<file path="config.mk">
export PLATFORM = sky130hd
export DESIGN_NAME = cluster_pass_scheduler
export DESIGN_NICKNAME = d
export VERILOG_FILES = /design/src/rtl/cluster_pass_scheduler_pkg.sv /design/src/rtl/cluster_pass_scheduler_priority.sv /design/src/rtl/cluster_pass_scheduler.sv
export SDC_FILE = /design/constraint.sdc
export NUM_CORES = 2
export LEC_CHECK = 0
export CAP_MARGIN = 10
export CORE_MARGIN = 2
export CORE_UTILIZATION = 35
export CTS_CLUSTER_DIAMETER = 120
export DETAILED_ROUTE_END_ITERATION = 6
export SETUP_SLACK_MARGIN = 0.5
export SLEW_MARGIN = 20
export SYNTH_ARGS = -nofsm -noshare
export SYNTH_HDL_FRONTEND = slang
export SYNTH_SLANG_ARGS = --single-unit
export TNS_END_PERCENT = 100
</file>
<file path="constraint.sdc">
create_clock -name clock -period 30.7 [get_ports clock]
set_input_delay 6.14 -clock clock [delete_from_list [all_inputs] [get_ports clock]]
set_output_delay 6.14 -clock clock [all_outputs]
set_load 0.01 [all_outputs]
</file>
<file path="src/rtl/cluster_pass_scheduler_pkg.sv">
// Shared cluster-finding definitions: scheduler state encoding, pass limit
// and priority-encoder latency.
package cluster_pass_scheduler_pkg;

    typedef enum logic [2:0] {
        ST_IDLE    = 3'd0,
        ST_ISSUE   = 3'd1,
        ST_WAIT    = 3'd2,
        ST_CAPTURE = 3'd3,
        ST_DONE    = 3'd4
    } sched_state_t;

    localparam int MXPASSES_DEFAULT    = 4;
    localparam int MXPASSES_LIMIT      = 8;
    localparam int PRI_LATENCY_DEFAULT = 2;

    localparam int CNT_BITS      = 3;
    localparam int PASS_TAG_BITS = 3;
    localparam int PASS_CNT_BITS = 4;
    localparam int LAT_CNT_BITS  = 4;

endpackage

</file>
<file path="src/rtl/cluster_pass_scheduler_priority.sv">
// Lowest-address priority encoder over a pad mask, pipelined so the result
// (hit flag, address, cluster size, pass tag) appears LATENCY edges after issue.
module priority_n
    import cluster_pass_scheduler_pkg::*;
#(
    parameter int MXKEYS    = 192,
    parameter int MXKEYBITS = 8,
    parameter int LATENCY   = PRI_LATENCY_DEFAULT
) (
    input  logic                       clock,
    input  logic                       reset,
    input  logic                       issue_i,
    input  logic [MXKEYS-1:0]          mask_i,
    input  logic [MXKEYS*CNT_BITS-1:0] cnts_i,
    input  logic [PASS_TAG_BITS-1:0]   tag_i,
    output logic                       vpf_o,
    output logic [MXKEYBITS-1:0]       adr_o,
    output logic [CNT_BITS-1:0]        cnt_o,
    output logic [PASS_TAG_BITS-1:0]   tag_o
);

    logic                     found;
    int                       sel;
    logic [MXKEYBITS-1:0]     adr_c;
    logic [CNT_BITS-1:0]      cnt_c;

    logic [LATENCY-1:0]       vpf_pipe;
    logic [MXKEYBITS-1:0]     adr_pipe [LATENCY];
    logic [CNT_BITS-1:0]      cnt_pipe [LATENCY];
    logic [PASS_TAG_BITS-1:0] tag_pipe [LATENCY];

    // Scan downwards so the lowest set pad is the last one to win.
    always_comb begin
        found = 1'b0;
        sel   = 0;
        for (int i = MXKEYS - 1; i >= 0; i--) begin
            if (mask_i[i]) begin
                found = 1'b1;
                sel   = i;
            end
        end
        adr_c = MXKEYBITS'(sel);
        cnt_c = cnts_i[sel*CNT_BITS +: CNT_BITS];
    end

    always_ff @(posedge clock or posedge reset) begin
        if (reset) begin
            vpf_pipe <= '0;
            for (int s = 0; s < LATENCY; s++) begin
                adr_pipe[s] <= '0;
                cnt_pipe[s] <= '0;
                tag_pipe[s] <= '0;
            end
        end else begin
            vpf_pipe[0] <= issue_i & found;
            adr_pipe[0] <= adr_c;
            cnt_pipe[0] <= cnt_c;
            tag_pipe[0] <= tag_i;
            for (int s = 1; s < LATENCY; s++) begin
                vpf_pipe[s] <= vpf_pipe[s-1];
                adr_pipe[s] <= adr_pipe[s-1];
                cnt_pipe[s] <= cnt_pipe[s-1];
                tag_pipe[s] <= tag_pipe[s-1];
            end
        end
    end

    assign vpf_o = vpf_pipe[LATENCY-1];
    assign adr_o = adr_pipe[LATENCY-1];
    assign cnt_o = cnt_pipe[LATENCY-1];
    assign tag_o = tag_pipe[LATENCY-1];

endmodule

</file>
<file path="src/rtl/cluster_pass_scheduler.sv">
// Frame-level scheduler: repeatedly asks the priority encoder for the lowest
// valid pad, emits it as a cluster and removes it, up to MXPASSES per frame.
module cluster_pass_scheduler
    import cluster_pass_scheduler_pkg::*;
#(
    parameter int MXKEYS      = 192,
    parameter int MXKEYBITS   = 8,
    parameter int MXPASSES    = MXPASSES_DEFAULT,
    parameter int PRI_LATENCY = PRI_LATENCY_DEFAULT
) (
    input  logic                       clock,
    input  logic                       reset,
    input  logic                       start_i,
    input  logic [MXKEYS-1:0]          vpfs_i,
    input  logic [MXKEYS*CNT_BITS-1:0] cnts_i,
    output logic                       clu_valid_o,
    output logic [MXKEYBITS-1:0]       clu_adr_o,
    output logic [CNT_BITS-1:0]        clu_cnt_o,
    output logic [PASS_TAG_BITS-1:0]   clu_pass_o,
    output logic                       busy_o,
    output logic                       done_o,
    output logic                       overflow_o,
    output logic                       drop_o
);

    localparam logic [LAT_CNT_BITS-1:0]  LAT_LAST  = LAT_CNT_BITS'(PRI_LATENCY - 2);
    localparam logic [PASS_CNT_BITS-1:0] PASS_LAST = PASS_CNT_BITS'(MXPASSES);

    sched_state_t              state_q, state_d;
    logic [MXKEYS-1:0]          mask_q, mask_d;
    logic [MXKEYS*CNT_BITS-1:0] cnts_q;
    logic                       cnts_load;
    logic [PASS_CNT_BITS-1:0]   pass_q, pass_d;
    logic [LAT_CNT_BITS-1:0]    lat_q, lat_d;
    logic                       ovf_q, ovf_d;
    logic                       issue;
    logic                       clu_valid_d;

    logic                       res_vpf;
    logic [MXKEYBITS-1:0]       res_adr;
    logic [CNT_BITS-1:0]        res_cnt;
    logic [PASS_TAG_BITS-1:0]   res_tag;
    logic                       res_hit;

    priority_n #(
        .MXKEYS    (MXKEYS),
        .MXKEYBITS (MXKEYBITS),
        .LATENCY   (PRI_LATENCY)
    ) u_priority (
        .clock   (clock),
        .reset   (reset),
        .issue_i (issue),
        .mask_i  (mask_q),
        .cnts_i  (cnts_q),
        .tag_i   (pass_q[PASS_TAG_BITS-1:0]),
        .vpf_o   (res_vpf),
        .adr_o   (res_adr),
        .cnt_o   (res_cnt),
        .tag_o   (res_tag)
    );

    // An address beyond the pad range cannot be a real pad, so it counts as no hit.
    assign res_hit = res_vpf && (32'(res_adr) < MXKEYS);

    always_comb begin
        state_d     = state_q;
        mask_d      = mask_q;
        cnts_load   = 1'b0;
        pass_d      = pass_q;
        lat_d       = lat_q;
        ovf_d       = ovf_q;
        issue       = 1'b0;
        clu_valid_d = 1'b0;
        case (state_q)
            ST_IDLE: begin
                if (start_i) begin
                    mask_d    = vpfs_i;
                    cnts_load = 1'b1;
                    pass_d    = '0;
                    lat_d     = '0;
                    ovf_d     = 1'b0;
                    state_d   = ST_ISSUE;
                end
            end
            ST_ISSUE: begin
                issue   = 1'b1;
                lat_d   = '0;
                state_d = ST_WAIT;
            end
            ST_WAIT: begin
                if (lat_q == LAT_LAST) state_d = ST_CAPTURE;
                else                   lat_d   = lat_q + 1'b1;
            end
            ST_CAPTURE: begin
                // A stale pass tag means the pipeline lost sync; abandon as overflow.
                if (res_tag != pass_q[PASS_TAG_BITS-1:0]) begin
                    ovf_d   = 1'b1;
                    state_d = ST_DONE;
                end else if (!res_hit) begin
                    ovf_d   = 1'b0;
                    state_d = ST_DONE;
                end else begin
                    clu_valid_d     = 1'b1;
                    mask_d[res_adr] = 1'b0;
                    pass_d          = pass_q + 1'b1;
                    if (pass_d == PASS_LAST || mask_d == '0) begin
                        ovf_d   = |mask_d;
                        state_d = ST_DONE;
                    end else begin
                        state_d = ST_ISSUE;
                    end
                end
            end
            ST_DONE: state_d = ST_IDLE;
            default: state_d = ST_IDLE;
        endcase
    end

    always_ff @(posedge clock or posedge reset) begin
        if (reset) begin
            state_q     <= ST_IDLE;
            mask_q      <= '0;
            cnts_q      <= '0;
            pass_q      <= '0;
            lat_q       <= '0;
            ovf_q       <= 1'b0;
            clu_valid_o <= 1'b0;
            clu_adr_o   <= '0;
            clu_cnt_o   <= '0;
            clu_pass_o  <= '0;
            drop_o      <= 1'b0;
        end else begin
            state_q     <= state_d;
            mask_q      <= mask_d;
            pass_q      <= pass_d;
            lat_q       <= lat_d;
            ovf_q       <= ovf_d;
            clu_valid_o <= clu_valid_d;
            drop_o      <= start_i && (state_q != ST_IDLE);
            if (cnts_load) cnts_q <= cnts_i;
            if (clu_valid_d) begin
                clu_adr_o  <= res_adr;
                clu_cnt_o  <= res_cnt;
                clu_pass_o <= pass_q[PASS_TAG_BITS-1:0];
            end
        end
    end

    assign busy_o     = (state_q != ST_IDLE);
    assign done_o     = (state_q == ST_DONE);
    assign overflow_o = (state_q == ST_DONE) && ovf_q;

endmodule
</file>
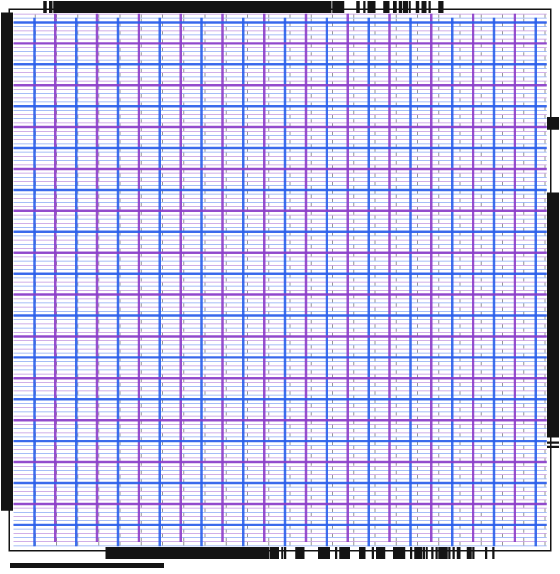
*PDN straps and rails*
Bar = 100 um. Pins as bars on the die edge. Tap cells in gray.
- VSS: blue
- VDD: purple
- met5 straps: 25
- met4 straps: 25
- met1 rails: 128
Die Y: 351 um
Core Area: 120000 um^2

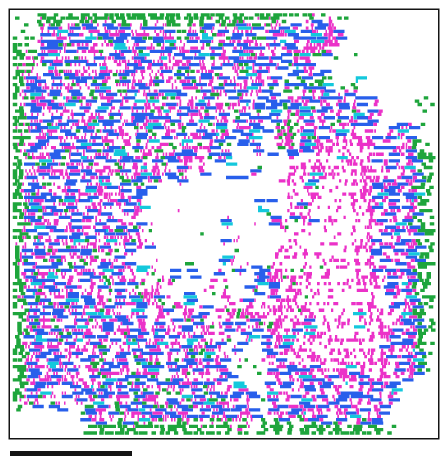
*Cell classes on the final placement*
Bar = 100 um.
- clock drivers and dummy loads: cyan (cells 178)
- sequential cells: blue (cells 826)
- remaining logic cells: magenta (cells 3890)
- remaining buffers and delay cells: green (cells 866)
Final Instance Area: 54900 um^2
Final Util: 45.9%

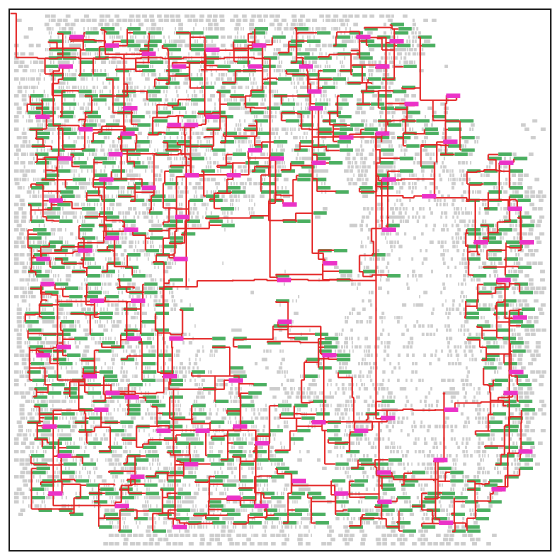
*Clock distribution*
- clock-net drivers: magenta (count 96)
- flip-flops: green (count 826)
- clock wires: red (length 12100 um)
- flops lie: all over the die
clock skew: 0.0671 ns
Latency at later pin: 0.75 ns
clock share of power: 20.0%
Clock Power: 1.25 mW

==> impl_metrics.ini <==
; synthesis and place-and-route metrics
[status]
status = finished with violations
violations = design-rule violations

[route]
firstDrtPassIters = 7
drc = 9
viasPerCell = 5.62
drtIter0Drc = 4580

[final_timing]
clock.fmax_mhz = 94.5
fin_setup_tns_ns = 0
tightest_slew_ns = 1.29

[worst_setup_path]
crit_required_ns = 31.40
path_common_cell = buf_4
worstPathCellList = clkdlybuf4s50_1 -> inv_8 -> buf_4 -> buf_4 -> buf_4 -> buf_4 -> buf_4
critical_path_cell_count = 7
reg2regPathDepth = 16
crit_end = cnts_q[441]

[clock_network]
h-tree-depth = 3
clk_pin_slew_worst_paths_ns = 0.06
ctsHoldBuffers = 0
cts_tree = built

[hold_path]
hold_path_depth = 0
min_to = u_priority.cnt_o[0]

[synth]
ys_types = 88
top_cell_area_share_pct = 49.1
edf_count = 0
ff_type = dfrtp_1
ys_cells = 5055
logic_family = simple AND/OR/NAND/NOR gates
ys_seq_share_pct = 49.1
topCellsByArea = dfrtp_1, nand2_1, o21ai_0, a22o_1, mux4_2

[grt]
grtUsageMet2_pct = 51.7

[cells_and_area]
regArea_um2 = 20700
drive_gt1_share_pct = 6.06
fill_cells = 11652
instances_no_fill = 7402
ff_count = 826

[placement]
io_buffers = 789
==> flip-flops by register name, summed over array words and instances, names as in the netlist, 2 cells and up <==
name                 count
pass_q                   4
clu_cnt_o                3
clu_adr_o                8
clu_pass_o               3
u_priority.vpf_pipe      2
u_priority.tag_pipe      3
u_priority.cnt_pipe      3
u_priority.adr_pipe      8
u_priority.tag_o         3
u_priority.adr_o         8
cnts_q                 576
mask_q                 192
u_priority.cnt_o         3
state_q                  3
lat_q                    4
==> where the power goes <==
part	total, mW	switching, mW	internal [mW]
clock	1.25	0.510	0.737
combinational	2.92	1.86	1.06
sequential	2.08	0.484	1.59
==> layer usage <==
metal / up-vias / share of wire [%]
li1: 18619 / -
met1: 20472 / 38
met2: 2013 / 48
met3: 487 / 8.0
met4: 34 / 5.8
met5: - / 0.11
Power and IR drop assume default switching activity.
